==> config.mk <==
export PLATFORM = sky130hd
export DESIGN_NAME = histogram_cdf
export DESIGN_NICKNAME = d
export VERILOG_FILES = /design/src/rtl/histogram_pkg.sv /design/src/rtl/histogram_cdf_read_pipe.sv /design/src/rtl/histogram_cdf.sv
export SDC_FILE = /design/constraint.sdc
export NUM_CORES = 1
export LEC_CHECK = 0
export CORE_MARGIN = 2
export CORE_UTILIZATION = 53
export DETAILED_ROUTE_END_ITERATION = 7
export PLACE_DENSITY_LB_ADDON = 0.3
export SLEW_MARGIN = 20
export SYNTH_ARGS = -nofsm -noshare
export SYNTH_HDL_FRONTEND = slang
export SYNTH_SLANG_ARGS = --single-unit
export TNS_END_PERCENT = 5
==> constraint.sdc <==
create_clock -name clock -period 4.1 [get_ports clock]
set_input_delay 0.41 -clock clock [delete_from_list [all_inputs] [get_ports clock]]
set_output_delay 0.41 -clock clock [all_outputs]
set_load 0.02 [all_outputs]
**Cell placement**

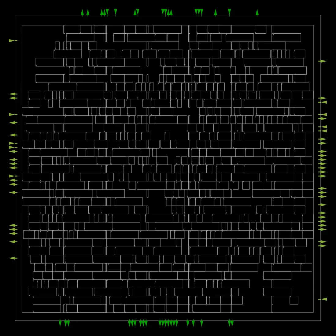
FP Rows: 35
flop count: 106
Core ar.: 9196 sq um
Seq/total area: 42.32%
n_taps: 111

**Signal metal coverage by tile**

Scale bar: 20 um. 20 x 20 tiles, from dark purple (low) to yellow (high), scaled to the fullest tile. Values are wire area over tile area, all layers added.
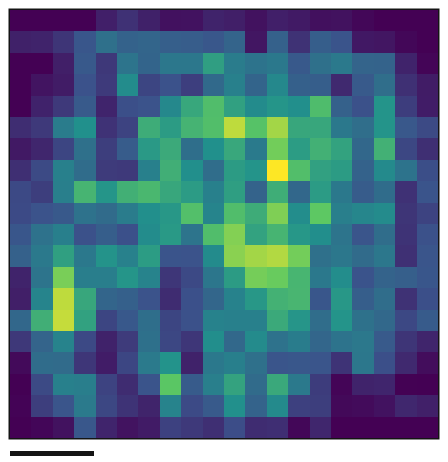
- tiles over half the peak: 21%
- mean over tiles: 0.19
- fullest tile: 0.57
- nearly empty tiles: 7.0%
total track usage: 25.06%
WL/cell: 17.67 um
DRT Wirelength: 12,180 um
Via Count: 4,032

**Clock distribution**

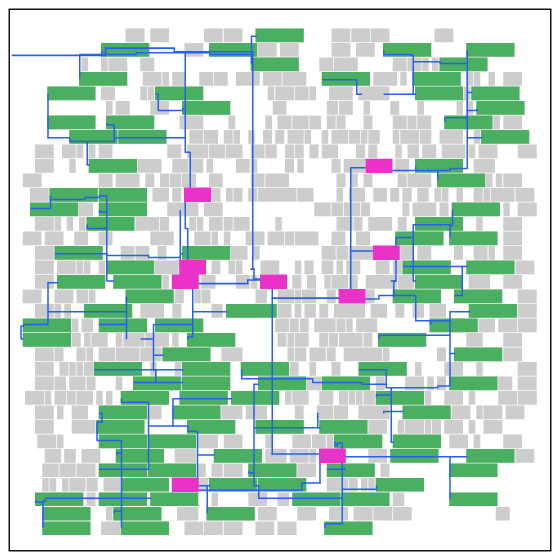
- flip-flops: green (count 106)
- clock drivers: magenta (count 9)
- clock wires: blue (length 1,110 um)
- routed clock nets: 10
- flops lie: spread over the die
worst-skew pair later-pin latency: 380 ps
Setup Skew: 13.93 ps

**Cells by drive strength**

Scale bar: 20 um.
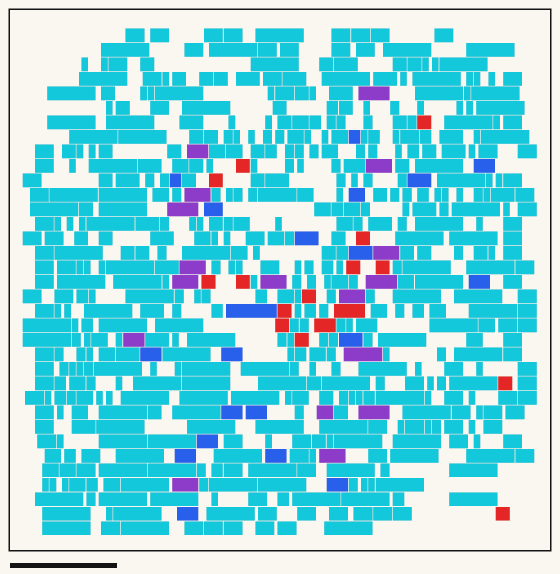
- _6 and larger: purple (cells 17; most used clkbuf_8)
- _3 and _4 cells: red (cells 16; most used buf_4)
- _0 and _1 cells: cyan (cells 525; most used dfrtp_1)
- _2 cells: blue (cells 20; most used mux2_2)
post-route cell area: 6271 sq um
final worst-path setup slack: 463.5 ps
synthesis-to-finish area growth: 24.89%
nonclk buf count: 101

==> out/qor.csv <==
stage,metric,value,unit
outcome,outcome,completed,
timing,Final Slew Violations,0,
clock_tree,CTS Root Cell,clkbuf_8,
clock_tree,total clock sinks,106,
clock_tree,Resized Gates After CTS,0,
timing,max frequency,275.0,MHz
flow_run,Max Cap Viol,0,
yosys,"Avg Cell Area, Syn",10.48,sq um
yosys,yosys synthesis chip area,5021,sq um
setup_path,CP startpoint kind,input pin,
clock_tree,hold-fix buffer count after cts,0,
yosys,ys flops,106,
floorplan,Die Wd,101.3,um
global_routing,first-pass GRT wire length,20020,um
clock_tree,CTS tree,done,
pwr,Internal Power,1.366,mW
drt,iteration tally of the first detailed-router pass,4,
setup_path,Reg2Reg Depth,11,
pwr,Comb pwr share,8.2,%
global_routing,initial antenna violation count,0,
pwr,worst vdd ir,0.1882,mV
yosys,"top cells, area","dfrtp_1 (53%), ha_1 (5.2%), nor2_1 (4.9%), o21a_1 (3.6%), o21ai_0 (2.9%)",
finish,share of cells above drive strength 1,9.170,%
finish,# fillers,735,
finish,most common logic cell in the routed design,dfrtp_1,
clock_tree,Clock Path Buffers,2,
yosys,Commonest flop,dfrtp_1,
floorplan,IO Count,88,
yosys,post-synthesis sequential area ratio,52.83,%
[metrics by stage]
step | util [%] | setup slack, ps | hold WS (ps) | power, mW
finish | 68.19 | 463.5 | 136.7 | 1.879
global route | 68.19 | 312.0 | 213.2 | 1.955
CTS | 68.19 | 489.0 | 164.5 | 1.893
detailed placement | 65.80 | 101.0 | 334.7 | 1.221
global placement | 65.80 | 196.9 | 331.5 | 1.221
floorplan | - | 763.6 | 114.4 | 1.147
[logic make-up (layout without fill, tap and decap cells)]
logic type                 after synthesis  in the layout  share of synthesized area [%]
adders and majority gates               22             22                          5.632
xor gates and xnor gates                15             15                          2.616
buffers and inverters                   34            133                          3.115
DFF                                    106            106                          52.83
AOI/OAI and AO/OA                      128            128                          17.42
muxes                                   18             18                          3.813
and+or+nand+nor                        156            156                          14.58
[layout make-up]
class,count,share of cell area (%)
Inverter,16,0.9577
Multi-Input combinational cell,339,35.28
Clock inverter,7,1.536
Clock buffer,9,1.975
Timing Repair Buffer,101,15.72
Tap cell,111,2.215
Sequential cell,106,42.32
[Yosys cell counts (all sizes together) (4+ instances only)]
library cell / number
nor3: 10
a211oi: 9
a21oi: 28
nand3: 10
nor2: 65
o21a: 24
nand4: 4
xnor2: 5
a21o: 6
mux2i: 9
ha: 21
buf: 6
and3: 4
nand2: 38
inv: 16
xor2: 10
o22a: 4
mux2: 9
and2: 4
dfrtp: 106
o21ai: 30
nand2b: 4
clkbuf: 12
[power by group through the flow]
stage | logic, mW | registers [mW] | clock network, mW
2_1_floorplan | 0.0767 | 1.07 | 0
3_3_place_gp | 0.153 | 1.07 | 0
4_1_cts | 0.155 | 1.05 | 0.691
5_1_grt | 0.169 | 1.05 | 0.738
3_5_place_dp | 0.153 | 1.07 | 0
6_report | 0.154 | 1.05 | 0.677
[critical path, stage by stage]
cell and delay [ps]:
clkdlybuf4s50_1 410, ha_1 260, fa_1 430, a211oi_1 380, o31a_2 250, a21oi_1 130
or3_1 370, o31a_1 160, or4_4 570, o21ai_4 190, buf_12 160, mux2i_1 210
[per-layer routing]
layer / global-route usage [%] / vias up / routed length [um]
li1: - / 1883 / -
met1: 37.25 / 1997 / 5672
met2: 38.51 / 130 / 5638
met3: 4.141 / 22 / 662
met4: 6.965 / 0 / 202
met5: 0 / - / 0
Power and IR drop assume default switching activity.
